--- src/rtl/clock_rate_scheduler.sv ---
// clock_rate_scheduler: single-clock rate controller that emits a tick and a
// 50% square wave every 2^n cycles. The exponent n can be reprogrammed at
// runtime through a req/ack handshake and changes only on period boundaries.
//
// Ports:
//   clock      in   system clock, rising edge
//   reset      in   synchronous active-high reset
//   enable     in   1 = run divider, 0 = idle
//   rate_sel   in   requested exponent n (clamped to MAX_N)
//   rate_req   in   rate-change request (level)
//   rate_ack   out  one-cycle pulse when the requested rate takes effect
//   busy       out  change accepted but not yet applied
//   active_sel out  exponent currently in force
//   tick       out  one-cycle pulse per period (during cnt=0 after a wrap)
//   div_out    out  registered square wave, period 2^n
module clock_rate_scheduler #(
  parameter int unsigned MAX_N     = 8,
  parameter int unsigned SEL_W     = 4,
  parameter int unsigned RESET_SEL = 1
) (
  input  logic             clock,
  input  logic             reset,
  input  logic             enable,
  input  logic [SEL_W-1:0] rate_sel,
  input  logic             rate_req,
  output logic             rate_ack,
  output logic             busy,
  output logic [SEL_W-1:0] active_sel,
  output logic             tick,
  output logic             div_out
);

  localparam int unsigned CW = MAX_N;
  localparam int unsigned MW = MAX_N + 1;

  typedef enum logic [1:0] {IDLE, RUN, PENDING} state_t;

  state_t           state, state_d;
  logic [CW-1:0]    cnt, cnt_d;
  logic             tick_d, div_d, ack_d, busy_d;
  logic [SEL_W-1:0] active_d, pending, pending_d;

  logic [MW-1:0]    one_sh;
  logic [CW-1:0]    mask, half, cnt_nx;
  logic             wrap, div_nx, accept;
  logic [SEL_W-1:0] clamp_sel;

  // Period arithmetic for the exponent in force; half is 2^(n-1), or 0 for n=0.
  always_comb begin
    one_sh = MW'(1) << active_sel;
    mask   = CW'(one_sh - MW'(1));
    half   = mask ^ (mask >> 1);
    wrap   = (cnt == mask);
    cnt_nx = wrap ? '0 : cnt + CW'(1);
    div_nx = |(cnt_nx & half);
  end

  // Request acceptance and silent clamping of out-of-range exponents.
  always_comb begin
    accept    = rate_req && !rate_ack && !busy && (state != PENDING);
    clamp_sel = (rate_sel > SEL_W'(MAX_N)) ? SEL_W'(MAX_N) : rate_sel;
  end

  // Next-state and next-output logic.
  // busy outside PENDING means an IDLE-style change is due on the next edge.
  always_comb begin
    state_d   = state;
    cnt_d     = cnt;
    tick_d    = 1'b0;
    div_d     = div_out;
    ack_d     = 1'b0;
    busy_d    = busy;
    active_d  = active_sel;
    pending_d = pending;

    if (accept) pending_d = clamp_sel;

    case (state)
      IDLE: begin
        cnt_d = '0;
        div_d = 1'b0;
        if (busy) begin
          active_d = pending;
          ack_d    = 1'b1;
          busy_d   = 1'b0;
        end
        if (accept) busy_d = 1'b1;
        if (enable) state_d = RUN;
      end

      RUN: begin
        if (!enable) begin
          state_d = IDLE;
          cnt_d   = '0;
          div_d   = 1'b0;
          if (busy) begin
            active_d = pending;
            ack_d    = 1'b1;
            busy_d   = 1'b0;
          end
          if (accept) busy_d = 1'b1;
        end else if (busy) begin
          // Request accepted in IDLE on the edge we started: restart the period at the new rate.
          active_d = pending;
          ack_d    = 1'b1;
          busy_d   = 1'b0;
          cnt_d    = '0;
          div_d    = 1'b0;
        end else begin
          cnt_d  = cnt_nx;
          tick_d = wrap;
          div_d  = div_nx;
          if (accept) begin
            state_d = PENDING;
            busy_d  = 1'b1;
          end
        end
      end

      PENDING: begin
        if (!enable) begin
          state_d  = IDLE;
          cnt_d    = '0;
          div_d    = 1'b0;
          active_d = pending;
          ack_d    = 1'b1;
          busy_d   = 1'b0;
        end else begin
          cnt_d  = cnt_nx;
          tick_d = wrap;
          div_d  = div_nx;
          if (wrap) begin
            // Old period has just completed; the new rate starts at cnt=0.
            state_d  = RUN;
            active_d = pending;
            div_d    = 1'b0;
            ack_d    = 1'b1;
            busy_d   = 1'b0;
          end
        end
      end

      default: state_d = IDLE;
    endcase
  end

  // State and output registers.
  always_ff @(posedge clock) begin
    if (reset) begin
      state      <= IDLE;
      cnt        <= '0;
      tick       <= 1'b0;
      div_out    <= 1'b0;
      rate_ack   <= 1'b0;
      busy       <= 1'b0;
      active_sel <= SEL_W'(RESET_SEL);
      pending    <= SEL_W'(RESET_SEL);
    end else begin
      state      <= state_d;
      cnt        <= cnt_d;
      tick       <= tick_d;
      div_out    <= div_d;
      rate_ack   <= ack_d;
      busy       <= busy_d;
      active_sel <= active_d;
      pending    <= pending_d;
    end
  end

endmodule

--- config.mk ---
export PLATFORM = sky130hd
export DESIGN_NAME = clock_rate_scheduler
export DESIGN_NICKNAME = d
export VERILOG_FILES = /design/src/rtl/clock_rate_scheduler.sv
export SDC_FILE = /design/constraint.sdc
export NUM_CORES = 1
export LEC_CHECK = 0
export ABC_AREA = 1
export CAP_MARGIN = 40
export CORE_AREA = 2 2 62 64
export DETAILED_ROUTE_END_ITERATION = 8
export DIE_AREA = 0 0 64 66
export GPL_TIMING_DRIVEN = 0
export PLACE_DENSITY = 0.7
export SYNTH_ARGS = -nofsm -noshare
export SYNTH_HDL_FRONTEND = slang
export SYNTH_SLANG_ARGS = --single-unit
--- constraint.sdc ---
create_clock -name clock -period 3.1 [get_ports clock]
set_clock_uncertainty 0.05 [all_clocks]
set_input_delay 0.775 -clock clock [delete_from_list [all_inputs] [get_ports clock]]
set_output_delay 0.775 -clock clock [all_outputs]
set_load 0.01 [all_outputs]
run_1/layer_met3.png
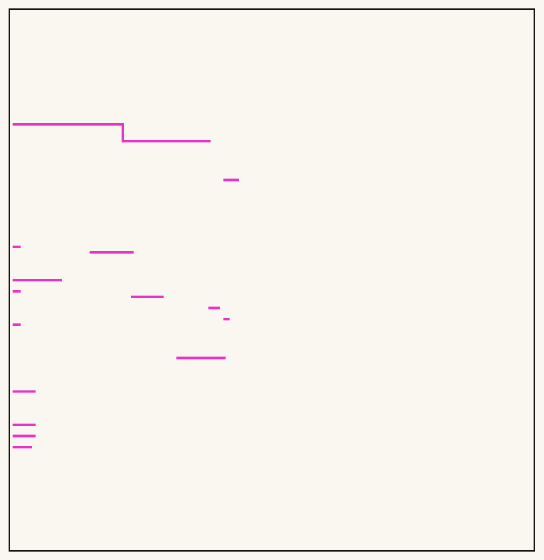
- main direction: horizontal
- longest straight run: 13.3 um
- nets with wire on the layer: 11
vias: 1426
GR Util met3: 2.56%
WL final: 3.25 mm

run_1/clocks.png
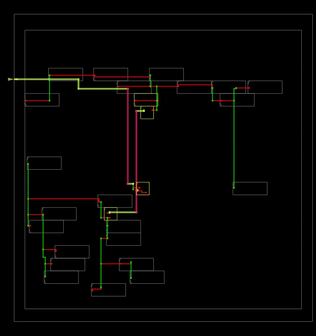
Skew-Pair Late Insertion Delay: 0.30 ns
TritonCTS Buffers: 3
clock buffers: 4

run_1/power_grid.png
Bar = 20 um. Pins as bars on the die edge.
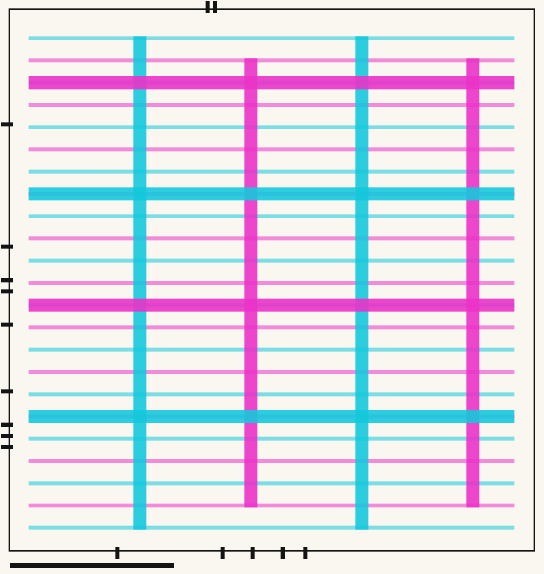
- VSS: cyan
- VDD: magenta
- met5 straps: 4
- met4 straps: 4
- signal pins: 16
- rows: 22
- met1 rails: 23
Worst VDD drop: 0.000469 V
CORE AREA: 3550 um^2

==> Changelog: implementation, run 1 <==
## Flow update

- Post-Synthesis Cells: 230
- H-tree depth: 1
- Synth top area share: 28.4%
- Status: completed
- Sum of buffers and inverters on the critical path: 2
- Die Y: ~66 um
- Dpl cell area: 1750 um^2
- Ranking of synthesized cells by area: dfxtp_1 (28%), nand2_1 (13%), nand3_1 (7.7%), inv_1 (6.8%), a21oi_1 (5.8%)
- Yosys warning tally: 0
- Max-Cap Viols: 0
- Top cells by count, synth: nand2_1 (54), inv_1 (28), nand3_1 (24)
- Final ANT Viol Nets: 0
- Clock Sinks: 22
- Post-CTS resize count: 0
- Layout area overhead: 15.2%
- CP endpoint kind: flop
- Vias/cell: 4.82
- Post-layout min period: between 2 and 3 ns
- Post-CTS Setup Repair Bufs: 0
- RSZ-0062 raised after global routing: false
- Final Util: 50.4%
- CTS tree: done
- Switching Share: between 40% and 50%
- Clk root buf: clkbuf_4
- Largest net degree at the start of global routing: 13
- GRT Overall Usage: between 10% and 20%
- Worst-Margin Slew: 0.534 ns
- Setup crit start kind: flop
## run 1: cells in the final DEF (no fill, tap or decap), drive strengths merged, types with 2 or more instances in the layout
master / Yosys / layout
inv: 31 / 31
clkbuf: 2 / 6
nor3: 3 / 3
o21ai: 11 / 11
buf: 2 / 2
nor2: 18 / 18
clkdlybuf4s50: 0 / 14
ha: 7 / 7
nand3: 27 / 27
xnor2: 2 / 2
a21oi: 20 / 20
nand3b: 3 / 3
dfxtp: 22 / 22
xor2: 8 / 8
nand2: 66 / 66
## run 1: final cells by class
class	instances	area, um^2
tap	48	60.1
multi-input combinational	173	972
timing repair buffer	14	140
clock buffer	4	36.3
sequential	22	440
buffer	4	22.5
inverter	31	116
fill	366	1760
## run 1: per-layer routing
metal | share of wire (%) | global-route usage (%) | up-vias
li1 | - | - | 778
met3 | 1.8 | 2.56 | 5
met4 | 1.3 | 4.89 | 0
met5 | 0 | 0 | -
met2 | 49 | 31.4 | 16
met1 | 48 | 19.6 | 627
## run 1: worst max path at each step
| stage | startpoint | cells past startpoint | end |
|---|---|---|---|
| 2_1_floorplan | active_sel[0] | 18 | div_out |
| 3_3_place_gp | active_sel[0] | 18 | div_out |
| 3_5_place_dp | active_sel[0] | 18 | div_out |
| 4_1_cts | active_sel[0] | 18 | div_out |
| 5_1_grt | active_sel[0] | 18 | div_out |
| 6_report | active_sel[0] | 18 | div_out |
## run 1: worst register-to-register path: stages, from the launching register on
cell,delay (ns)
dfxtp_1,0.40
nor2_1,0.24
nand2_1,0.14
ha_1,0.33
inv_1,0.12
nand2_1,0.06
nand2_1,0.06
nand2_1,0.05
nor2_1,0.08
nand3_1,0.11
nor2_4,0.14
nand3_4,0.14
buf_6,0.18
nand3_2,0.05
nand2_1,0.05
nor2_1,0.08
nand2_1,0.06
nand2_1,0.08
a21oi_2,0.05
## run 1: power groups by stage
stage	logic (mW)	registers (mW)	clock network, mW
after floorplan	0.806	0.424	0
after global placement	1.06	0.421	0
after detailed placement	1.06	0.420	0
after CTS	1.07	0.413	0.162
after global routing	1.20	0.424	0.176
final	1.06	0.413	0.155
## run 1: logic make-up (layout without fill, tap and decap cells)
logic type,count (synthesis),in the layout,synth area share (%)
xor+xnor,10,10,5.65
simple gates,119,119,37.1
buf+inv,35,53,8.95
flops,22,22,28.4
fa+ha+maj,7,7,5.64
compound gates,37,37,14.3
## run 1: state kept, by name (all words and copies together), names as in the netlist
signal,cells
tick,1
busy,1
state,2
pending,4
cnt,8
rate_ack,1
div_out,1
active_sel,4
## run 1: per-stage QoR
step / total power [mW] / worst slack, ns / hold WS (ns) / cells
2_1_floorplan: 1.23 / 0.774 / 0.395 / 230
3_3_place_gp: 1.48 / 0.521 / 0.406 / 292
3_5_place_dp: 1.48 / 0.524 / 0.418 / 292
4_1_cts: 1.64 / 0.502 / 0.436 / 296
5_1_grt: 1.80 / 0.210 / 0.472 / 296
6_report: 1.63 / 0.509 / 0.433 / 296
run_1/wires.png
Bar = 20 um. Only two layers are drawn.
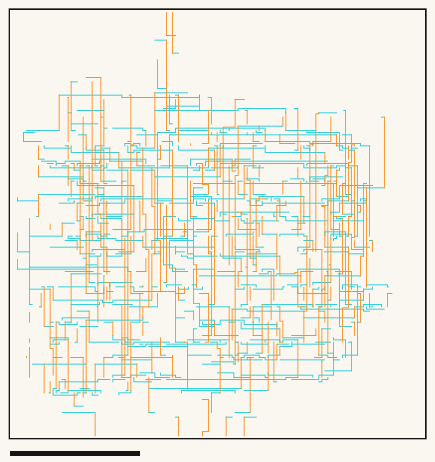

==> inputs of run 2 (changes only) <==
clock period = 2.55 ns   (was 3.1 ns; I/O delays follow)
run_2/wires.png
Bar = 20 um. Only two layers are drawn.
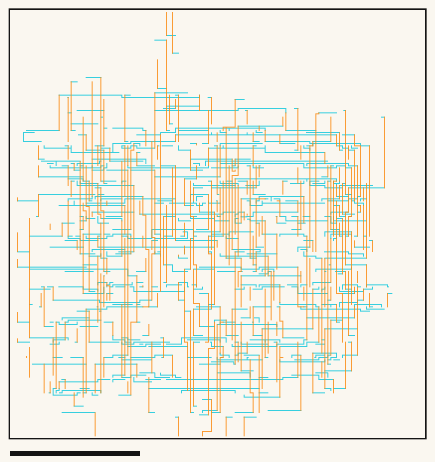
- metal 2: orange (wire length 1710 um)
- metal 1: cyan (wire length 1620 um)
WL final: 3.43 mm
WL/cell: 11.4 um
vias: 1472
GRT Overall Usage: 16.9%

run_2/clocks.png
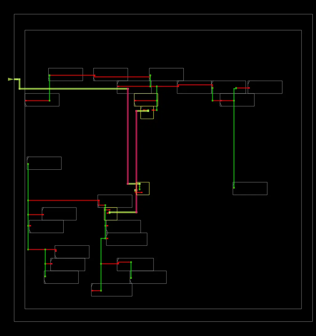
Clock Sinks: 22
FF+latch count: 22
Clk. pwr: 188 uW

==> Changelog: implementation, run 2 <==
## Flow update

- Final Util: between 50 and 60%
- Total power: 2.14 mW
- Initial DRC count: ~60
- Clk root buf: clkbuf_4
- Ys async rst share: 0%
- Ranking of synthesized cells by area: dfxtp_1 (28%), nand2_1 (13%), nand3_1 (7.7%), inv_1 (6.8%), a21oi_1 (5.8%)
- Max reg flops: 8
- Final Cell Area: about 1900 um^2
- Most frequent logic cell in the layout: nand2_1
- Setup crit start kind: flop
- Max-Cap Viols: 0
- Final ANT Viol Nets: 0
- Top cells excl fill/tap: nand2_1 (53), inv_1 (27), nand3_1 (23), a21oi_1 (18), dfxtp_1 (18)
- Vias/cell: 4.91
- Post-layout min period: 2.33 ns
- # fillers: ~360
- Top cells by count, synth: nand2_1 (54), inv_1 (28), nand3_1 (24)
- Post-Synthesis Cells: 230
- Largest reg by FF count: cnt
- Worst VDD drop: 0.000588 V
- Largest net degree at the start of global routing: 13
- Largest regs: cnt x8, active_sel x4, pending x4
- Yosys warning tally: 0
- CORE AREA: 3550 um^2
- Number of port buffers: 14
- Die Y: around 66 um
- Synth top area share: 28.4%
- H-tree depth: 1
- Dpl cell area: 1750 um^2
- TritonCTS Buffers: 3
- Status: completed
- Layout area overhead: 19.8%
- Skew-Pair Late Insertion Delay: 0.30 ns
- Sum of buffers and inverters on the critical path: 2
- First-pass GRT wire length: 5.69 mm
- Worst-path fanout max: 10
- CTS tree: done
-- run 2: repair_timing --
action | CTS | global route
setup endpoints to repair | 1 | 8
pin swaps | 1 | 4
gates cloned | 0 | 1
resized | 1 | 11
setup buffers | 1 | 2
-- run 2: cells by family after synthesis --
group,Yosys count,share of synthesized area (%)
compound gates,37,14.3
flops,22,28.4
fa+ha+maj,7,5.64
buf+inv,35,8.95
xor+xnor,10,5.65
simple gates,119,37.1
-- run 2: layout make-up --
cell class	instances	area, um^2	share of cell area, %
buffer	4	22.5	1.21
multi-input combinational	174	1010	54.3
timing repair buffer	17	163	8.75
sequential	22	450	24.2
inverter	31	116	6.26
clock buffer	4	36.3	1.95
tap	48	60.1	3.23
-- run 2: stage by stage --
step / cells / setup WS, ns / TNS (ns) / hold WS [ns]
global route: 300 / -0.00785 / -0.00785 / 0.472
finish: 300 / 0.221 / 0 / 0.433
detailed placement: 292 / -0.0258 / -0.0258 / 0.418
global placement: 292 / -0.0289 / -0.0289 / 0.406
floorplan: 230 / 0.224 / 0 / 0.395
CTS: 297 / 0.0226 / 0 / 0.436
-- run 2: power by group through the flow --
stage	registers [mW]	logic, mW	clock network [mW]
2_1_floorplan	0.516	0.979	0
3_3_place_gp	0.511	1.29	0
3_5_place_dp	0.511	1.29	0
4_1_cts	0.504	1.32	0.196
5_1_grt	0.533	1.60	0.214
6_report	0.519	1.43	0.188
-- run 2: path summary, 6_finish.rpt --
| kind | startpoint | end | slack, ns | depth (start not counted) |
|---|---|---|---|---|
| hold reg to reg | pending[1] | pending[1] | 0.43 | 2 |
| setup / recovery | active_sel[2] | div_out | 0.22 | 18 |
| hold / removal | pending[1] | pending[1] | 0.43 | 2 |
| setup reg to reg | active_sel[2] | div_out | 0.22 | 18 |
-- run 2: worst reg2reg max path, delay by kind of cell (launching register included) --
kind	cells	cell delay, ns
simple gates	14	1.26
flops	1	0.37
fa+ha+maj	1	0.26
buf+inv	2	0.23
compound gates	1	0.05
-- run 2: routing by layer --
metal / part of all wire (%) / GRT usage, % / vias up
met1: 47 / 19.6 / 662
li1: - / - / 789
met2: 50 / 31.8 / 16
met4: 1.2 / 4.89 / 0
met5: 0 / 0 / -
met3: 1.7 / 2.56 / 5
==> inputs of run 3 (changes only) <==
CELL_PAD_IN_SITES_DETAIL_PLACEMENT = 1   (was not set)
CELL_PAD_IN_SITES_GLOBAL_PLACEMENT = 1   (was not set)
CORE_AREA = 2 2 75 77   (was 2 2 62 64)
DIE_AREA = 0 0 77 79   (was 0 0 64 66)
PLACE_DENSITY = 0.6   (was 0.7)
run_3/layer_met2.png
Bar = 20 um.
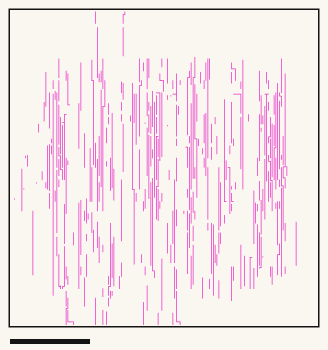
- longest straight run: 50.3 um
- nets with wire on the layer: 219
- share of all routed wire: 51%
- wire length on this layer: 2240 um
- main direction: vertical
GR Util met2: 28.7%
vias: 1502
WL final: 4.41 mm

==> Changelog: implementation, run 3 <==
## Flow update

- Most frequent logic cell in the layout: nand2_1
- Top cells by count, synth: nand2_1 (54), inv_1 (28), nand3_1 (24)
- Die Y: 79 um
- Status: completed
- Worst-path fanout max: 10
- Total power: 2.36 mW
- CTS tree: done
- Final ANT Viol Nets: 0
- Number of port buffers: 14
- TritonCTS Buffers: 3
- Post-layout min period: 2.40 ns
- Largest reg by FF count: cnt
- Worst setup slack after layout: ~0.15 ns
- RSZ-0062 raised after global routing: true
- Routed metal-1 wire length: 2.04 mm
- Top cells excl fill/tap: nand2_1 (53), inv_1 (27), nand3_1 (23), a21oi_1 (18), dfxtp_1 (18)
- CP endpoint kind: flop
- H-tree depth: 1
- Largest net degree at the start of global routing: 14
- Synth top area share: between 20% and 30%
- Final Util: 36.1%
- Initial DRC count: 31
run_3/clocks.png
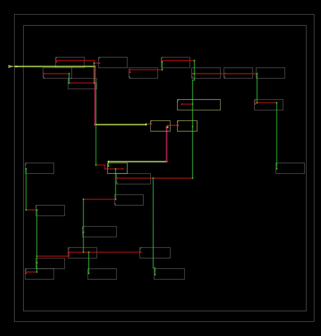
Clk. pwr: 340 uW
Skew-Pair Late Insertion Delay: 0.27 ns

[run 3: path summary, 6_finish.rpt]
| check | from | to | depth (start not counted) |
|---|---|---|---|
| setup / recovery | active_sel[3] | div_out | 18 |
| setup reg to reg | active_sel[3] | div_out | 18 |
| hold / removal | pending[1] | pending[1] | 2 |
| hold reg to reg | pending[1] | pending[1] | 2 |
[run 3: logic make-up (layout without fill, tap and decap cells)]
group | after synthesis | after routing | synth area share, %
AND-OR/OR-AND | 37 | 37 | 14.3
buffers and inverters | 35 | 56 | 8.95
adder cells (fa/ha/maj) | 7 | 7 | 5.64
flip-flops | 22 | 22 | 28.4
AND/OR/NAND/NOR | 119 | 120 | 37.1
XOR/XNOR | 10 | 10 | 5.65
[run 3: per-layer routing]
layer / global-route usage, % / vias to the layer above
met3: 2.73 / 6
met4: 3.04 / 0
met1: 18.6 / 695
met5: 0 / -
met2: 28.7 / 11
li1: - / 790
[run 3: repair_timing]
action,in CTS,in global routing
hold buffers,0,0
endpoints found under the setup margin,8,8
pin swaps,1,4
gates resized,4,9
buffers inserted,2,1
cloned,0,1
[run 3: stage by stage]
stage               std cells  hold slack, ns
global route              324           0.471
finish                    324           0.422
global placement          316           0.405
CTS                       322           0.428
floorplan                 230           0.395
detailed placement        316           0.415
[run 3: final cells by class]
type	instances	area [um^2]	share of cell area (%)
Clock inverter	1	30.0	1.56
Clock buffer	3	41.3	2.14
Multi-Input combinational cell	174	1010	52.6
Sequential cell	22	450	23.4
Timing Repair Buffer	17	163	8.44
Inverter	31	116	6.04
Tap cell	72	90.1	4.67
Buffer	4	22.5	1.17
[run 3: critical path: stages, from the launching register on]
cell and delay [ns]:
dfxtp_4 0.39, nor2_4 0.16, nand3_2 0.12, ha_4 0.24, inv_2 0.08, nand2_1 0.05
nand2_1 0.07, nand2_1 0.05, nor2_1 0.09, nand3_1 0.11, nor2_4 0.20, nand3_4 0.13
buf_6 0.17, nand3_2 0.05, nand2_1 0.05, nor2_1 0.08, nand2_1 0.06, nand2_1 0.08
a21oi_2 0.05
[run 3: report_power, final]
group / total (mW) / internal [mW] / switching, mW
clock network: 0.340 / 0.210 / 0.130
logic: 1.49 / 0.584 / 0.904
registers: 0.530 / 0.428 / 0.101
Power is estimated from default activity; no workload was simulated.
